**config.mk**
```make
export PLATFORM = sky130hd
export DESIGN_NAME = keypad_entry
export DESIGN_NICKNAME = d
export VERILOG_FILES = /design/src/rtl/keypad_pkg.sv /design/src/rtl/keypad_scanner.sv /design/src/rtl/keypad_entry.sv
export SDC_FILE = /design/constraint.sdc
export NUM_CORES = 1
export LEC_CHECK = 0
export CORE_ASPECT_RATIO = 0.9
export CORE_UTILIZATION = 50
export DETAILED_ROUTE_END_ITERATION = 10
export PLACE_DENSITY_LB_ADDON = 0.25
export SLEW_MARGIN = 25
export SYNTH_ARGS = -nofsm -noshare
export SYNTH_HDL_FRONTEND = slang
export SYNTH_SLANG_ARGS = --single-unit
```
**constraint.sdc**
```tcl
create_clock -name clk -period 4.4 [get_ports clk]
set_input_delay 0.88 -clock clk [delete_from_list [all_inputs] [get_ports clk]]
set_output_delay 0.88 -clock clk [all_outputs]
set_load 0.1 [all_outputs]
```
**src/rtl/keypad_pkg.sv**
```systemverilog
// Shared types and key map for the keypad entry path.
package keypad_pkg;

  localparam logic [3:0] KEY_CLEAR = 4'hE;
  localparam logic [3:0] KEY_ENTER = 4'hF;

  typedef enum logic [1:0] {StIdle, StPressWait, StHeld, StReleaseWait} deb_state_e;
  typedef enum logic [1:0] {ScanNone, ScanOne, ScanMulti} scan_res_e;

  // Pmod KYPD layout: rows 1 2 3 A / 4 5 6 B / 7 8 9 C / 0 F E D.
  function automatic logic [3:0] key_map(input logic [1:0] r, input logic [1:0] c);
    logic [3:0] code;
    case ({r, c})
      4'h0: code = 4'h1;
      4'h1: code = 4'h2;
      4'h2: code = 4'h3;
      4'h3: code = 4'hA;
      4'h4: code = 4'h4;
      4'h5: code = 4'h5;
      4'h6: code = 4'h6;
      4'h7: code = 4'hB;
      4'h8: code = 4'h7;
      4'h9: code = 4'h8;
      4'hA: code = 4'h9;
      4'hB: code = 4'hC;
      4'hC: code = 4'h0;
      4'hD: code = 4'hF;
      4'hE: code = 4'hE;
      default: code = 4'hD;
    endcase
    return code;
  endfunction

endpackage

```
**src/rtl/keypad_scanner.sv**
```systemverilog
// Column scan, row synchronizer, per-scan classification and press/release debounce.
module keypad_scanner
  import keypad_pkg::*;
#(
  parameter int unsigned SCAN_DIV       = 2000,
  parameter int unsigned DEBOUNCE_SCANS = 4
) (
  input  logic       clk,
  input  logic       rst,
  input  logic [3:0] row,
  output logic [3:0] col,
  output logic [3:0] key_code,
  output logic       key_valid,
  output logic       key_hit,
  output logic [3:0] key_hit_code
);

  localparam int unsigned DwellW = (SCAN_DIV > 0) ? $clog2(SCAN_DIV + 1) : 1;
  localparam int unsigned DebW   = $clog2(DEBOUNCE_SCANS + 1);

  logic [DwellW-1:0] dwell_q, dwell_d;
  logic [1:0]        col_idx_q, col_idx_d;
  logic [3:0]        row_s1_q, row_s2_q;
  logic [1:0]        acc_cnt_q, acc_cnt_d;
  logic [3:0]        acc_code_q, acc_code_d;
  deb_state_e        state_q, state_d;
  logic [DebW-1:0]   deb_q, deb_d, deb_inc;
  logic [3:0]        cand_q, cand_d;
  logic [3:0]        key_code_q;
  logic              key_valid_q;

  logic       sample, scan_done;
  logic [3:0] lows, col_code, scan_code;
  logic [2:0] col_cnt, tot;
  logic [1:0] sum_cnt;
  logic       found;
  scan_res_e  res;

  assign col       = ~(4'b0001 << col_idx_q);
  assign key_code  = key_code_q;
  assign key_valid = key_valid_q;
  assign deb_inc   = deb_q + DebW'(1);

  always_comb begin
    sample    = (dwell_q == DwellW'(SCAN_DIV));
    scan_done = sample && (col_idx_q == 2'd3);
    lows      = ~row_s2_q;
    col_cnt   = 3'd0;
    col_code  = 4'h0;
    found     = 1'b0;
    for (int i = 0; i < 4; i++) begin
      if (lows[i]) begin
        col_cnt = col_cnt + 3'd1;
        if (!found) begin
          col_code = key_map(2'(i), col_idx_q);
          found    = 1'b1;
        end
      end
    end
    tot       = {1'b0, acc_cnt_q} + col_cnt;
    sum_cnt   = (tot >= 3'd2) ? 2'd2 : tot[1:0];
    scan_code = (acc_cnt_q == 2'd0) ? col_code : acc_code_q;
    case (sum_cnt)
      2'd0:    res = ScanNone;
      2'd1:    res = ScanOne;
      default: res = ScanMulti;
    endcase

    dwell_d    = sample ? '0 : dwell_q + DwellW'(1);
    col_idx_d  = sample ? col_idx_q + 2'd1 : col_idx_q;
    acc_cnt_d  = acc_cnt_q;
    acc_code_d = acc_code_q;
    if (sample) begin
      acc_cnt_d  = scan_done ? 2'd0 : sum_cnt;
      acc_code_d = scan_done ? 4'h0 : scan_code;
    end
  end

  // Debounce decisions happen only once per full scan.
  always_comb begin
    state_d      = state_q;
    deb_d        = deb_q;
    cand_d       = cand_q;
    key_hit      = 1'b0;
    key_hit_code = cand_q;
    if (scan_done) begin
      unique case (state_q)
        StIdle: begin
          if (res == ScanOne) begin
            cand_d = scan_code;
            if (DEBOUNCE_SCANS <= 1) begin
              state_d      = StHeld;
              key_hit      = 1'b1;
              key_hit_code = scan_code;
            end else begin
              state_d = StPressWait;
              deb_d   = DebW'(1);
            end
          end
        end
        StPressWait: begin
          if (res == ScanOne && scan_code == cand_q) begin
            if (deb_inc >= DebW'(DEBOUNCE_SCANS)) begin
              state_d = StHeld;
              deb_d   = '0;
              key_hit = 1'b1;
            end else begin
              deb_d = deb_inc;
            end
          end else begin
            state_d = StIdle;
            deb_d   = '0;
          end
        end
        StHeld: begin
          if (res != ScanOne) begin
            if (DEBOUNCE_SCANS <= 1) begin
              state_d = StIdle;
            end else begin
              state_d = StReleaseWait;
              deb_d   = DebW'(1);
            end
          end
        end
        StReleaseWait: begin
          if (res == ScanOne) begin
            state_d = StHeld;
            deb_d   = '0;
          end else if (deb_inc >= DebW'(DEBOUNCE_SCANS)) begin
            state_d = StIdle;
            deb_d   = '0;
          end else begin
            deb_d = deb_inc;
          end
        end
        default: state_d = StIdle;
      endcase
    end
  end

  always_ff @(posedge clk or posedge rst) begin
    if (rst) begin
      dwell_q     <= '0;
      col_idx_q   <= 2'd0;
      row_s1_q    <= 4'hF;
      row_s2_q    <= 4'hF;
      acc_cnt_q   <= 2'd0;
      acc_code_q  <= 4'h0;
      state_q     <= StIdle;
      deb_q       <= '0;
      cand_q      <= 4'h0;
      key_code_q  <= 4'h0;
      key_valid_q <= 1'b0;
    end else begin
      dwell_q     <= dwell_d;
      col_idx_q   <= col_idx_d;
      row_s1_q    <= row;
      row_s2_q    <= row_s1_q;
      acc_cnt_q   <= acc_cnt_d;
      acc_code_q  <= acc_code_d;
      state_q     <= state_d;
      deb_q       <= deb_d;
      cand_q      <= cand_d;
      key_valid_q <= key_hit;
      if (key_hit) key_code_q <= key_hit_code;
    end
  end

endmodule

```
**src/rtl/keypad_entry.sv**
```systemverilog
// Keypad value entry: accumulates accepted keys into entry and commits on F.
// Define KEYPAD_ENTRY_HEX_EN for hex shift-in entry instead of decimal saturating entry.
module keypad_entry
  import keypad_pkg::*;
#(
  parameter int unsigned SCAN_DIV       = 2000,
  parameter int unsigned DEBOUNCE_SCANS = 4
) (
  input  logic       clk,
  input  logic       rst,
  input  logic [3:0] row,
  output logic [3:0] col,
  output logic [7:0] entry,
  output logic [7:0] data,
  output logic       valid,
  output logic [3:0] key_code,
  output logic       key_valid
);

  logic       key_hit;
  logic [3:0] key_hit_code;
  logic [7:0] entry_q, entry_d, data_q, data_d;
  logic       valid_q, valid_d;

  keypad_scanner #(
    .SCAN_DIV      (SCAN_DIV),
    .DEBOUNCE_SCANS(DEBOUNCE_SCANS)
  ) u_scanner (
    .clk         (clk),
    .rst         (rst),
    .row         (row),
    .col         (col),
    .key_code    (key_code),
    .key_valid   (key_valid),
    .key_hit     (key_hit),
    .key_hit_code(key_hit_code)
  );

`ifdef KEYPAD_ENTRY_HEX_EN
`else
  logic [11:0] dec_sum;
  assign dec_sum = {4'h0, entry_q} * 12'd10 + {8'h00, key_hit_code};
`endif

  // key_hit precedes key_valid by one cycle so the registers land with the strobe.
  always_comb begin
    entry_d = entry_q;
    data_d  = data_q;
    valid_d = 1'b0;
    if (key_hit) begin
      if (key_hit_code == KEY_CLEAR) begin
        entry_d = 8'h00;
      end else if (key_hit_code == KEY_ENTER) begin
        data_d  = entry_q;
        valid_d = 1'b1;
        entry_d = 8'h00;
      end else begin
`ifdef KEYPAD_ENTRY_HEX_EN
        entry_d = {entry_q[3:0], key_hit_code};
`else
        if (key_hit_code <= 4'd9) begin
          entry_d = (dec_sum > 12'd255) ? 8'hFF : dec_sum[7:0];
        end
`endif
      end
    end
  end

  always_ff @(posedge clk or posedge rst) begin
    if (rst) begin
      entry_q <= 8'h00;
      data_q  <= 8'h00;
      valid_q <= 1'b0;
    end else begin
      entry_q <= entry_d;
      data_q  <= data_d;
      valid_q <= valid_d;
    end
  end

  assign entry = entry_q;
  assign data  = data_q;
  assign valid = valid_q;

endmodule
```
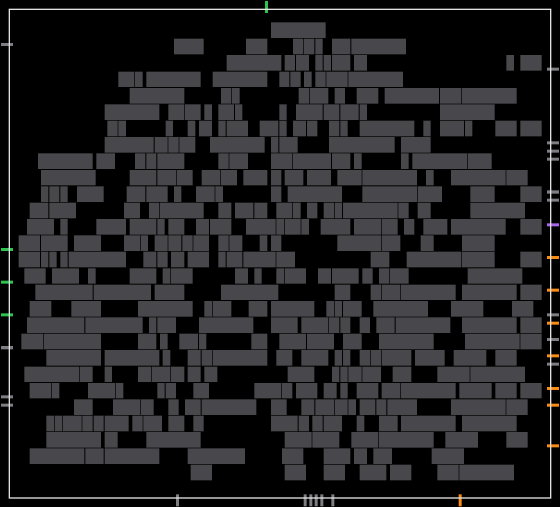
*I/O pins on the die edge*
Pins as bars across the die edge, other pins in gray.
Key: purple = valid [pins 1, direction output, edge right]; green = col [pins 4, direction output, edge 3 left, 1 top]; orange = data [pins 8, direction output, edge 7 right, 1 bottom]
Die Height: 80.87 microns
Die X: 89.64 microns

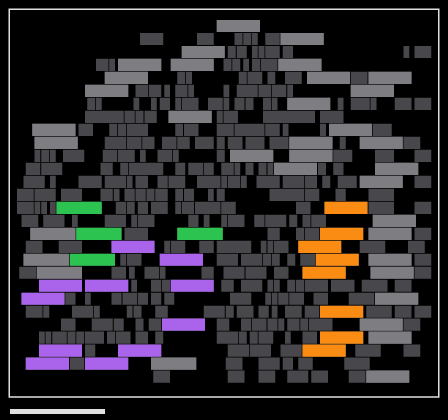
*Register map, names as in the netlist*
Scale bar: 20 microns. Other sequential cells in the stronger gray, the rest of the logic in the fainter gray.
Key: purple = u_scanner.dwell_q [placed flops 11, where lower left]; green = u_scanner.row_s2_q [placed flops 4, where middle left]; orange = entry [placed flops 8]
Another 35 sequential cells are not colored.

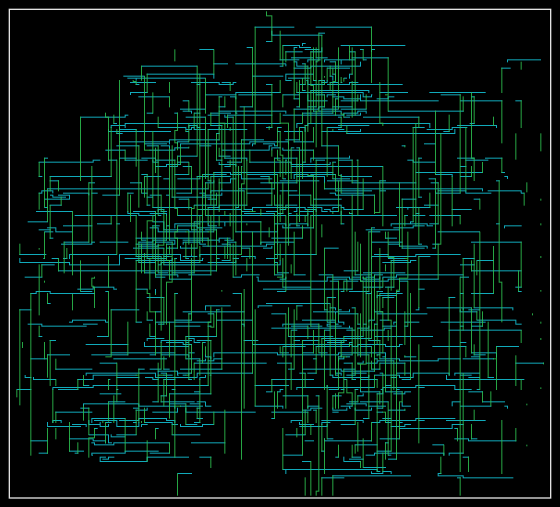
*Signal wires by layer*
Two of the layers only.
Key: green = met2 [wire length 2,880 microns]; cyan = met1 [wire length 3,140 microns]

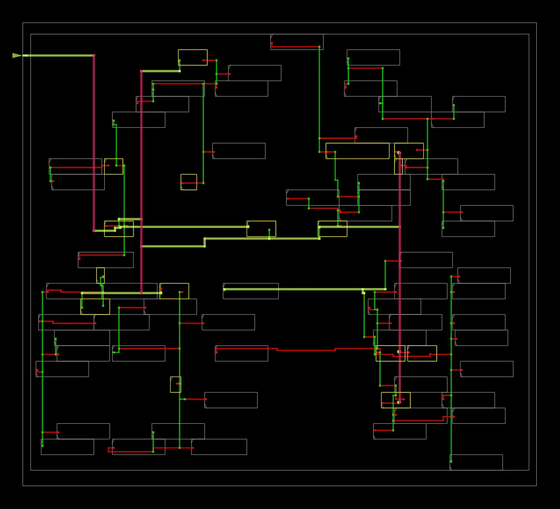
*Clock nets*
worst skew pair latency: 0.34 ns
clk sinks: 58
clkbuf count: 12
clock skew: 0.01296 ns
total CTS buffers: 9

==> results.toml <==
# implementation run metrics
[final_timing]
rsz0062_at_grt = "no"
tns_ns = 0
setup_violations = 0
drv_slew = 0
fin_crit_sh = 0.9089

[synthesis]
ys_sh_xor = 0.06481
yosysTopAreaCell = "dfrtp_1"
ys_sh_simple = 0.1354
ys_sh_adder = 0.1188
flop_cell = "dfrtp_1"
synth_chip_area_sq_um = 3456
ys_cells = 325
syn_avg_cell_area_sq_um = 10.63

[power]
p_clk_frac = 0.451

[critical_path]
startpoint = "u_scanner.row_s2_q[0]"
cp.required_ns = 4.63
cpLargestDelayFamily = "adder cells"
critPathSlowestCell = "dfstp_2"
worstSetupPathType = "reg -> reg"
critPathArrivalTime_ns = 4.23
crit_chain = "inv_1, ha_1, xnor2_1, xnor2_1, ha_1, inv_1, fa_1, xnor3_1, nand3_1, a2111oi_0, o211a_4, and3_4, mux2_4"

[placement]
placedInstanceArea_sq_um = 3841
hpwl_mm = 4.654
place_ws_ns = 0.4085

[cts]
cts_tree = "yes"
holdBufCountCts = 0
cts_resized = 0

[global_routing]
grt_pass1_wl_mm = 11.04
use_met3 = 0.04980

[route]
met3_length_microns = 304
routed_wl_mm = 6.451
dr.max_layer_used = "met4"
ant_nets = 0
drc = 0
vias = 2516

[hold_path]
worstHoldStart = "u_scanner.row_s1_q[3]"

[floorplan]
taps = 90

[status]
status = "finished clean"

[cells_and_area]
largest_reg_flops = 11
logic_gate_count = 237
cell usage in the layout (no fill, tap or decap), types with 3 or more instances in the layout:
cell	Yosys	layout
a21oi_1	14	14
a21o_1	3	3
clkdlybuf4s50_1	0	31
inv_1	21	20
buf_4	0	3
nand2b_1	5	5
ha_1	28	28
clkbuf_8	0	10
mux2_2	7	7
o31ai_1	4	4
mux2i_1	4	4
o2bb2ai_1	8	8
nand3_1	7	7
fa_1	3	3
nand4_1	4	4
dfrtp_1	50	50
xor2_1	9	9
xnor2_1	14	14
nor3_1	9	9
and2_1	3	3
and3_1	4	4
nand2_1	19	19
o21ai_0	16	16
nor2b_1	6	6
dfstp_2	8	8
mux2_4	8	8
nor2_1	21	21
